**config.mk**
```make
export PLATFORM = sky130hd
export DESIGN_NAME = casex_classifier
export DESIGN_NICKNAME = d
export VERILOG_FILES = /design/src/rtl/casex_classifier.sv
export SDC_FILE = /design/constraint.sdc
export NUM_CORES = 1
export LEC_CHECK = 0
export ABC_AREA = 1
export ABC_CLOCK_PERIOD_IN_PS = 5200
export CAP_MARGIN = 0
export CORE_AREA = 2 2 86 88
export DETAILED_ROUTE_END_ITERATION = 10
export DIE_AREA = 0 0 88 90
export GPL_TIMING_DRIVEN = 0
export PLACE_DENSITY = 0.89
export SYNTH_ARGS = -nofsm -noshare
export SYNTH_HDL_FRONTEND = slang
export SYNTH_SLANG_ARGS = --single-unit
```
**constraint.sdc**
```tcl
create_clock -name clk -period 5.2 [get_ports clk]
set_input_delay 1.04 -clock clk [delete_from_list [all_inputs] [get_ports clk]]
set_output_delay 1.04 -clock clk [all_outputs]
set_load 0.02 [all_outputs]
```
**src/rtl/casex_classifier.sv**
```systemverilog
// ============================================================================
// Module   : casex_classifier
// Purpose  : value/mask rule classifier (lowest index wins) with hit/miss
//            counters; CASEX_CLASSIFIER_DISPLAY_EN adds a simulation log.
// Revision : 1.0 - initial release
// ============================================================================
`default_nettype none

module casex_classifier #(
  parameter int WIDTH = 3,
  parameter int RULES = 4,
  parameter int CNT_W = 8,
  parameter int IDX_W = $clog2(RULES)
) (
  input  logic             clk,
  input  logic             rst,
  input  logic             cfg_we,
  input  logic [IDX_W-1:0] cfg_idx,
  input  logic [WIDTH-1:0] cfg_value,
  input  logic [WIDTH-1:0] cfg_mask,
  input  logic             cfg_en,
  input  logic             in_valid,
  output logic             in_ready,
  input  logic [WIDTH-1:0] in_data,
  output logic             out_valid,
  input  logic             out_ready,
  output logic             out_hit,
  output logic [IDX_W-1:0] out_idx,
  output logic [WIDTH-1:0] out_data,
  input  logic [IDX_W:0]   cnt_sel,
  output logic [CNT_W-1:0] cnt_value,
  input  logic             cnt_clr
);

  localparam int               c_NCNT    = RULES + 1;
  localparam logic [CNT_W-1:0] c_CNT_MAX = '1;

  logic [WIDTH-1:0] r_value [RULES];
  logic [WIDTH-1:0] r_mask  [RULES];
  logic [RULES-1:0] r_en;

  logic [RULES-1:0]  w_match;
  logic              w_hit;
  logic [IDX_W-1:0]  w_idx;
  logic              w_xfer_in;
  logic [c_NCNT-1:0] w_inc;

  logic [CNT_W-1:0]  r_cnt [c_NCNT];

  logic              r_out_valid;
  logic              r_out_hit;
  logic [IDX_W-1:0]  r_out_idx;
  logic [WIDTH-1:0]  r_out_data;

  // Slot compare only ever equals an in-range index, so out-of-range writes drop.
  always_ff @(posedge clk) begin
    if (rst) begin
      for (int r = 0; r < RULES; r++) begin
        r_value[r] <= '0;
        r_mask[r]  <= '0;
      end
      r_en <= '0;
    end else if (cfg_we) begin
      for (int r = 0; r < RULES; r++) begin
        if (cfg_idx == IDX_W'(r)) begin
          r_value[r] <= cfg_value;
          r_mask[r]  <= cfg_mask;
          r_en[r]    <= cfg_en;
        end
      end
    end
  end

  generate
    for (genvar r = 0; r < RULES; r++) begin : g_match
      assign w_match[r] = r_en[r] && (((in_data ^ r_value[r]) & ~r_mask[r]) == '0);
    end
  endgenerate

  // Descending scan so the lowest matching index is the last one written.
  always_comb begin
    w_hit = 1'b0;
    w_idx = '0;
    for (int r = RULES - 1; r >= 0; r--) begin
      if (w_match[r]) begin
        w_hit = 1'b1;
        w_idx = IDX_W'(r);
      end
    end
  end

  assign in_ready  = !r_out_valid || out_ready;
  assign w_xfer_in = in_valid && in_ready;

  always_comb begin
    w_inc = '0;
    for (int k = 0; k < RULES; k++) begin
      w_inc[k] = w_xfer_in && w_hit && (w_idx == IDX_W'(k));
    end
    w_inc[RULES] = w_xfer_in && !w_hit;
  end

  always_ff @(posedge clk) begin
    if (rst || cnt_clr) begin
      for (int k = 0; k < c_NCNT; k++) begin
        r_cnt[k] <= '0;
      end
    end else begin
      for (int k = 0; k < c_NCNT; k++) begin
        if (w_inc[k] && (r_cnt[k] != c_CNT_MAX)) begin
          r_cnt[k] <= r_cnt[k] + CNT_W'(1);
        end
      end
    end
  end

  always_comb begin
    cnt_value = '0;
    for (int k = 0; k < c_NCNT; k++) begin
      if (cnt_sel == (IDX_W + 1)'(k)) begin
        cnt_value = r_cnt[k];
      end
    end
  end

  always_ff @(posedge clk) begin
    if (rst) begin
      r_out_valid <= 1'b0;
      r_out_hit   <= 1'b0;
      r_out_idx   <= '0;
      r_out_data  <= '0;
    end else if (w_xfer_in) begin
      r_out_valid <= 1'b1;
      r_out_hit   <= w_hit;
      r_out_idx   <= w_idx;
      r_out_data  <= in_data;
    end else if (out_ready) begin
      r_out_valid <= 1'b0;
    end
  end

  assign out_valid = r_out_valid;
  assign out_hit   = r_out_hit;
  assign out_idx   = r_out_idx;
  assign out_data  = r_out_data;

`ifdef CASEX_CLASSIFIER_DISPLAY_EN
  always_ff @(posedge clk) begin
    if (!rst && w_xfer_in) begin
      if (w_hit) begin
        $display("rule%0d:c=%b", w_idx, in_data);
      end else begin
        $display("miss:c=%b", in_data);
      end
    end
  end
`else
  // Default build: classification log compiled out.
`endif

endmodule

`default_nettype wire

```
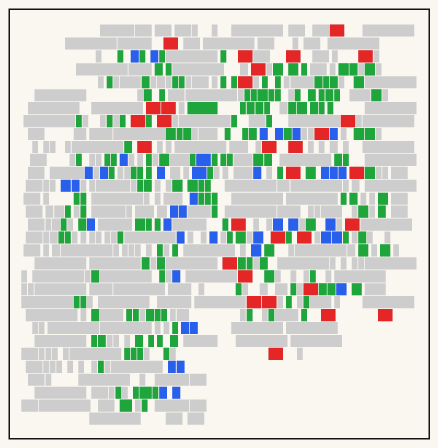
**Above:** gate families picked out.
[red] xor and xnor cells | cells: 30
[green] nand cells | cells: 168
[blue] aoi and oai cells | cells: 40

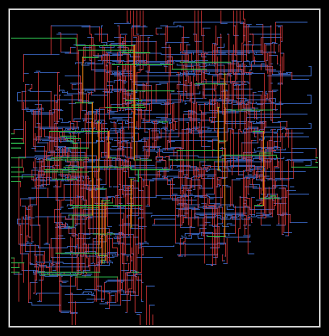
**Above:** signal wires by layer.
[green] M3 | wire length: 513 µm
[orange] M4 | wire length: 256 µm
[blue] M1 | wire length: 3540 µm
[red] M2 | wire length: 4580 µm

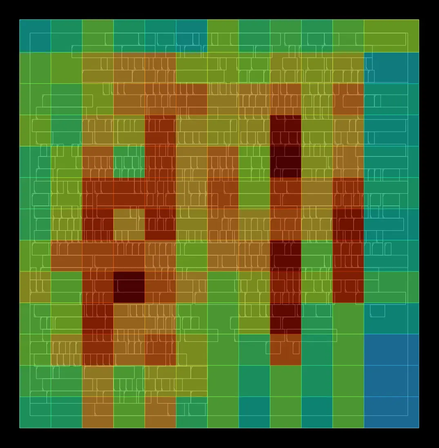
**Above:** track usage over the die.
grt met1 use: 28.0%
Total Routing Usage GR: 23.9%
met2 usage: 41.9%
most used routing layer: met2
Avg WL per Cell: 13.7 µm

==> results.cfg <==
; implementation run metrics
[cts]
cts-root-buf = clkbuf_8
cts-buffers-inserted = 9
clock_latency_ns = 0.36
h-tree-depth = 3
cts_sinks = 75
ctsHoldBuffers = 0
clk_pin_slew_ns = 0.08
cts_tree = done
post_cts.repair.setup_buffers = 0

[sta]
slew_viol_final = 0
fin_hold_ws_ns = 0.474
rsz0062_at_grt = false
timing.final.crit_period_ns = 4.19
slew_headroom_pct = 42.2
fin_skew_ns = 0.00854
worst_pin_slew_ns = 0.860
fin_ws_ns = 1.01

[placement]
hpwl_um = 6590
placedCellCount = 635
port_buffers = 36
place_ws_ns = 1.03
place_area_um2 = 4690

[critical_path]
path_common_cell = clkdlybuf4s50_1
arrival_ns = 3.15
cpPeakStageDelay_ns = 0.73
crit_fanout = 8
path_cells = clkdlybuf4s50_1 -> nor3_1 -> nand2_1 -> nand3_1 -> clkdlybuf4s50_1
crit_path_top_delay_cell = nor3_1
reg2reg_depth = 13
setup.worst_path.start = cnt_sel[0]
path_delay_family = buffers and inverters
r2r_start = r_cnt[0][16]
worst-setup-path-type = in2out
path_depth = 5
critPathCaptureType = output port

[layout]
logic_area_um2 = 1580
finalInstanceArea_um2 = 4880
nets = 573
layout-drive-gt1-share_pct = 12.0
final_cells = 651
area_growth_pct = 16.1
filler_cell_count = 544
num_antenna_cells = 0

[job]
warning_count = 26
maxCapViolations = 0

[logic_synthesis]
ys_ff = 75
yosys_warnings = 0
ys_types = 25
avgSynthCellArea_um2 = 8.41
syn_inst = 500
synth_chip_area_um2 = 4210
fp_nets = 526
yosysTopAreaCell = edfxtp_1
syn_area_um2 = 4210

[floorplan]
io_pins = 37
rows = 31
dieArea_um2 = 7920
die_height_um = 90
fp_util_pct = 59.9
die_w_um = 88

[power]
p_leak_nw = 2.29

[routing]
drt-initial-drc-count = 190
routed-wl-met2_um = 4580
dr_wl_met3_um = 512
wl_um = 8890
vias = 3341
topRoutingLayerUsed = met4

[status]
run_status = finished clean

[worst_hold_path]
hp-class = reg2reg
holdPathStages = 2
hold_start = out_hit

[global_routing]
overflow = 0
antenna_found_initial = 0
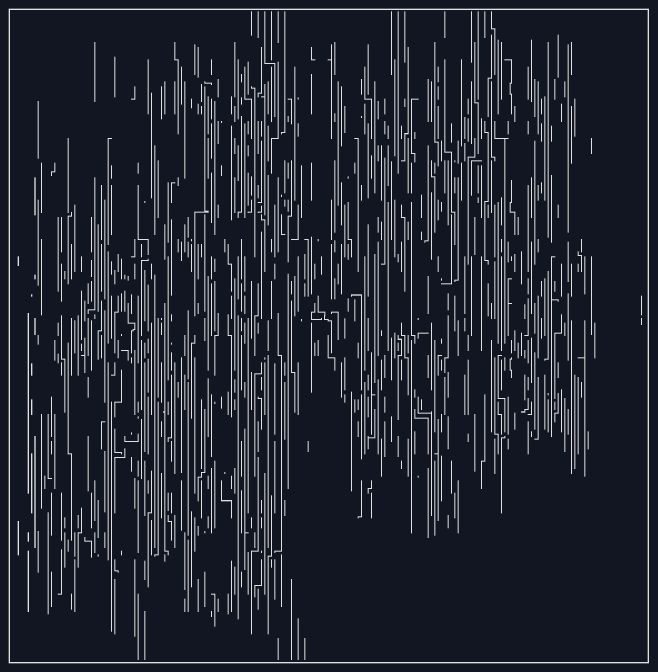
**Above:** met2 routing.
main direction: vertical
share of all routed wire: 52%
longest straight run: 41.8 µm
nets with wire on the layer: 480

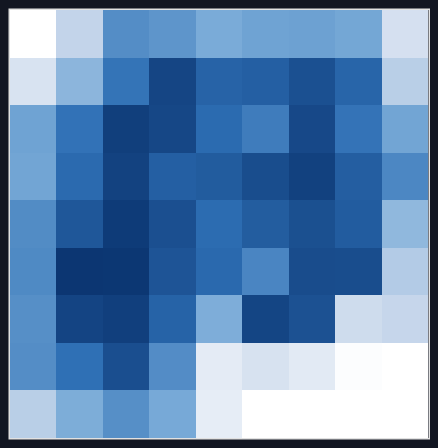
**Above:** cell density map.
The die is cut into 9 by 9 equal tiles; white is low, dark blue is high, 0 to 100% covered.
nearly empty tiles: 8.6%
fullest tile: 98%
tiles over 75% full: 43%
mean over tiles: 60%
Placeable Area: 7020 µm²
fin util: 69.5%

-- tightest hold or removal path, delay by kind of cell, from the launching register on --
family,cells,cell delay [ns]
and+or+nand+nor,1,0.06
AOI/OAI and AO/OA,1,0.06
DFF,1,0.31
-- cells in the mapped netlist, drive strengths merged --
library cell and instances:
a21oi 18, buf 4, clkbuf 2, dfxtp 11
edfxtp 64, ha 5, inv 115, nand2 127
nand3 36, nand3b 2, nand4 3, nor2 50
nor3 10, o21ai 13, o22ai 9, or2 1
xnor2 3, xor2 27
-- registers in the layout, summed over array words and instances (netlist names) --
name,count
r_en,4
r_mask,12
out_idx,2
r_value,12
out_hit,1
out_valid,1
out_data,3
r_cnt,40
-- power breakdown --
| part | internal, W | switching (W) |
|---|---|---|
| Sequential | 0.000694 | 0.0000282 |
| Combinational | 0.0000671 | 0.000107 |
| Clock | 0.000219 | 0.000224 |
| Total | 0.000979 | 0.000359 |
-- layout by cell type, fill, tap and decap left out, types with 10 or more instances in the layout --
master	Yosys	final
clkdlybuf4s50_1	0	36
inv_2	14	14
dfxtp_1	11	11
edfxtp_1	64	64
xor2_1	27	27
nand2_2	24	24
a21oi_1	18	18
nor3_1	10	10
nand3_1	35	35
nand2_1	103	103
nor2_1	45	45
inv_1	101	101
-- logic make-up after synthesis --
family | after synthesis | synth area share [%]
simple gates | 229 | 24.6
buf+inv | 121 | 11.5
flops | 75 | 50.9
compound gates | 40 | 5.21
xor+xnor | 30 | 6.25
fa+ha+maj | 5 | 1.49
-- layout make-up --
| class | count | area share, % |
|---|---|---|
| flip-flops and latches | 75 | 43.9 |
| multi-input cells | 304 | 32.3 |
| inverters | 115 | 8.84 |
| repair buffers | 36 | 7.38 |
| clock buffers | 9 | 2.54 |
| well taps | 99 | 2.54 |
| clock inverters | 7 | 1.41 |
| plain buffers | 6 | 1.08 |
No activity file was given, so power comes from the tool's default toggle rates.
